<file path="config.mk">
export PLATFORM = sky130hd
export DESIGN_NAME = fsm_holdoff_timer
export DESIGN_NICKNAME = d
export VERILOG_FILES = /design/src/rtl/fsm_holdoff_timer.sv
export SDC_FILE = /design/constraint.sdc
export NUM_CORES = 1
export LEC_CHECK = 0
export CAP_MARGIN = 20
export CORE_ASPECT_RATIO = 1.75
export CORE_UTILIZATION = 40
export DETAILED_ROUTE_END_ITERATION = 8
export GPL_TIMING_DRIVEN = 1
export MAX_ROUTING_LAYER = met4
export SLEW_MARGIN = 5
export SYNTH_ARGS = -nofsm -noshare
export SYNTH_HDL_FRONTEND = slang
export SYNTH_SLANG_ARGS = --single-unit
</file>
<file path="constraint.sdc">
create_clock -name CLK -period 1.9 [get_ports CLK]
set_input_delay 0.285 -clock CLK [delete_from_list [all_inputs] [get_ports CLK]]
set_output_delay 0.285 -clock CLK [all_outputs]
set_load 0.005 [all_outputs]
</file>
<file path="src/rtl/fsm_holdoff_timer.sv">
// Hold-off timer: counts HOLD prescaled ticks after START, then raises READY
// until the upstream controller's synchronous RESET clears it.
module fsm_holdoff_timer #(
   parameter int WIDTH    = 8,
   parameter int PRESCALE = 1
) (
   input  logic             CLK,
   input  logic             N_RESET,
   input  logic             RESET,
   input  logic             START,
   input  logic [WIDTH-1:0] HOLD,
   output logic             READY,
   output logic             BUSY,
   output logic [WIDTH-1:0] REMAIN
);

   localparam logic [15:0] PRE_LAST = 16'(PRESCALE - 1);

   typedef enum logic [1:0] {
      IDLE  = 2'b00,
      COUNT = 2'b01,
      DONE  = 2'b10
   } state_t;

   state_t           state, next_state;
   logic [WIDTH-1:0] ticks, next_ticks;
   logic [15:0]      pre, next_pre;

   always_ff @(posedge CLK or negedge N_RESET) begin
      if (!N_RESET) begin
         state <= IDLE;
         ticks <= '0;
         pre   <= '0;
      end else begin
         state <= next_state;
         ticks <= next_ticks;
         pre   <= next_pre;
      end
   end

   always_comb begin
      next_state = state;
      next_ticks = ticks;
      next_pre   = pre;
      if (RESET) begin
         next_state = IDLE;
         next_ticks = '0;
         next_pre   = '0;
      end else begin
         unique case (state)
            IDLE: begin
               if (START) begin
                  next_pre = '0;
                  if (HOLD == '0) begin
                     next_state = DONE;
                     next_ticks = '0;
                  end else begin
                     next_state = COUNT;
                     next_ticks = HOLD;
                  end
               end
            end
            COUNT: begin
               if (pre == PRE_LAST) begin
                  next_pre = '0;
                  // A zero count here is unreachable but is finished rather than wrapped.
                  if (ticks <= WIDTH'(1)) begin
                     next_ticks = '0;
                     next_state = DONE;
                  end else begin
                     next_ticks = ticks - WIDTH'(1);
                  end
               end else begin
                  next_pre = pre + 16'd1;
               end
            end
            DONE: begin
               next_state = DONE;
            end
            default: begin
               next_state = IDLE;
               next_ticks = '0;
               next_pre   = '0;
            end
         endcase
      end
   end

   always_comb begin
      READY  = (state == DONE);
      BUSY   = (state == COUNT);
      REMAIN = ticks;
   end

endmodule

</file>
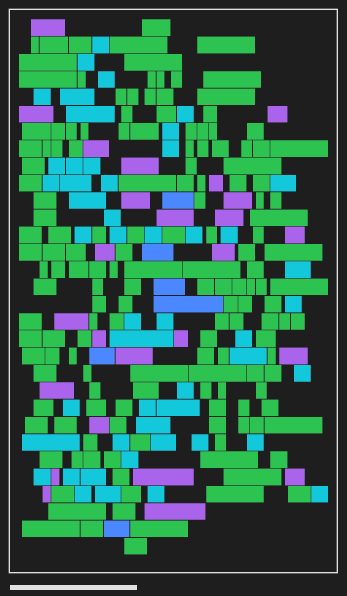
**Above:** cells by drive strength.
The bar under the picture is 20 µm long.
Key: x2 = purple [cells 25]; x3 and x4 = cyan [cells 49]; x1 and smaller = green [cells 156]; x6 and larger = blue [cells 6]

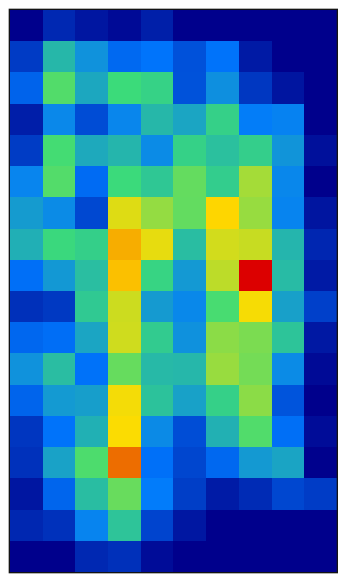
**Above:** wire density map.
10 x 18 tiles, from dark blue (low) to red (high), scaled to the fullest tile. Values are wire area over tile area, all layers added.
13% of the tiles are nearly empty. 18% of the tiles are over half the peak. The mean over all tiles is 0.18. The fullest tile reaches 0.62. The densest ninth of the die: middle.

==> reports/summary.txt <==
XORs/XNORs by Area - 0%
Count of max-cap constraint violations - 0
Worst R2R End - state[1]
Post-layout minimum cycle time - 1.93 ns
Worst reg2reg path startpoint - REMAIN[4]
Critical Path, Cell by Cell - or4_4 > o41ai_4 > buf_4 > o211ai_4 > mux2_4
IO Pins - 22
Number of detailed-routing iterations run before antenna repair - 4
Fillcell total - 374
F_max - 0.519 GHz
Power in the clock group - 465 µW
Combinational fraction of the cell area - 46.8%
Outcome - finished, violations left
Met3 layer usage reported by global route - 1.55%
Share of synthesized cell area in and-or and or-and compound cells - 25.8%
Vias in the first global route - 1,830
Count of vias placed by the detailed router - 1,755
Critical Path Fanout Max - 2
Worst Path Buf+Inv - 1
Count of clock buffers in the final design - 3
Met2 routed wirelength - 2.97 mm
Failing checks - setup timing
Worst setup slack after layout - -0.0255 ns
Kind of start point of the critical path - register
Non-clock buffering overhead - 20.0%
Wire length of the first global-routing pass - 8.27 mm
Via density per instance - 6.16
Mux cell area share - 2.71%
Largest reg by FF count - pre
Most instantiated logic cells after routing - buf_4, dfrtp_1, clkdlybuf4s50_1
Post-synthesis cell count - 180
Biggest area consumer among cell classes - logic gates
Cell type with the largest total area - dfrtp_1
Number of endpoints failing setup at the final stage - 2
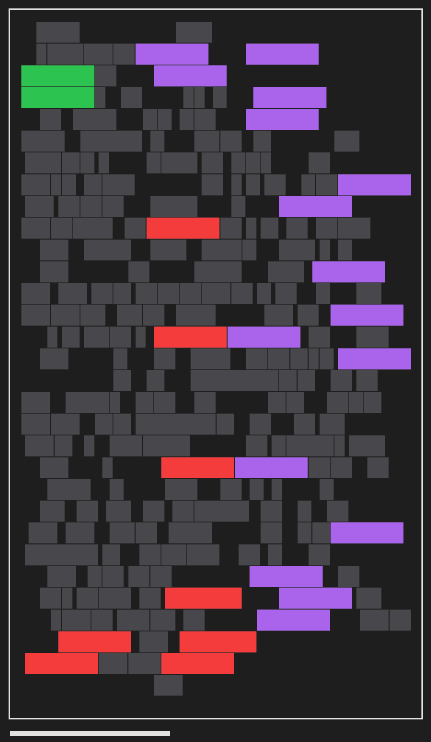
**Above:** sequential cells grouped by signal name.
The bar under the picture is 20 µm long. Other cells in grey.
Key: state = green [sequential cells 2]; pre = purple [sequential cells 16]; REMAIN = red [sequential cells 8]

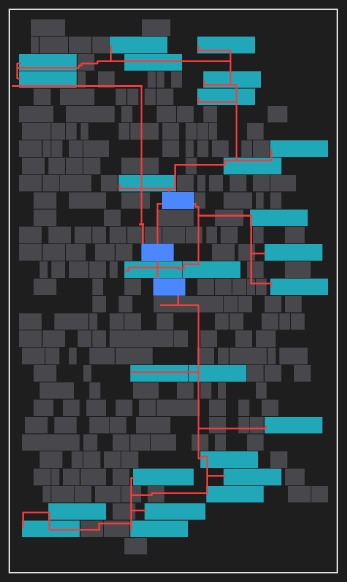
**Above:** routed clock nets over the placement.
Key: clock-net drivers = blue [count 3]; clock wires = red [length 333 µm]; flip-flops = cyan [count 26]
There are 4 routed clock nets. Position of the flops: all over the die.
Clock power frac: 16.2%
clock latency at the later pin of the worst-skew pair: 0.27 ns

Power and IR drop assume default switching activity.
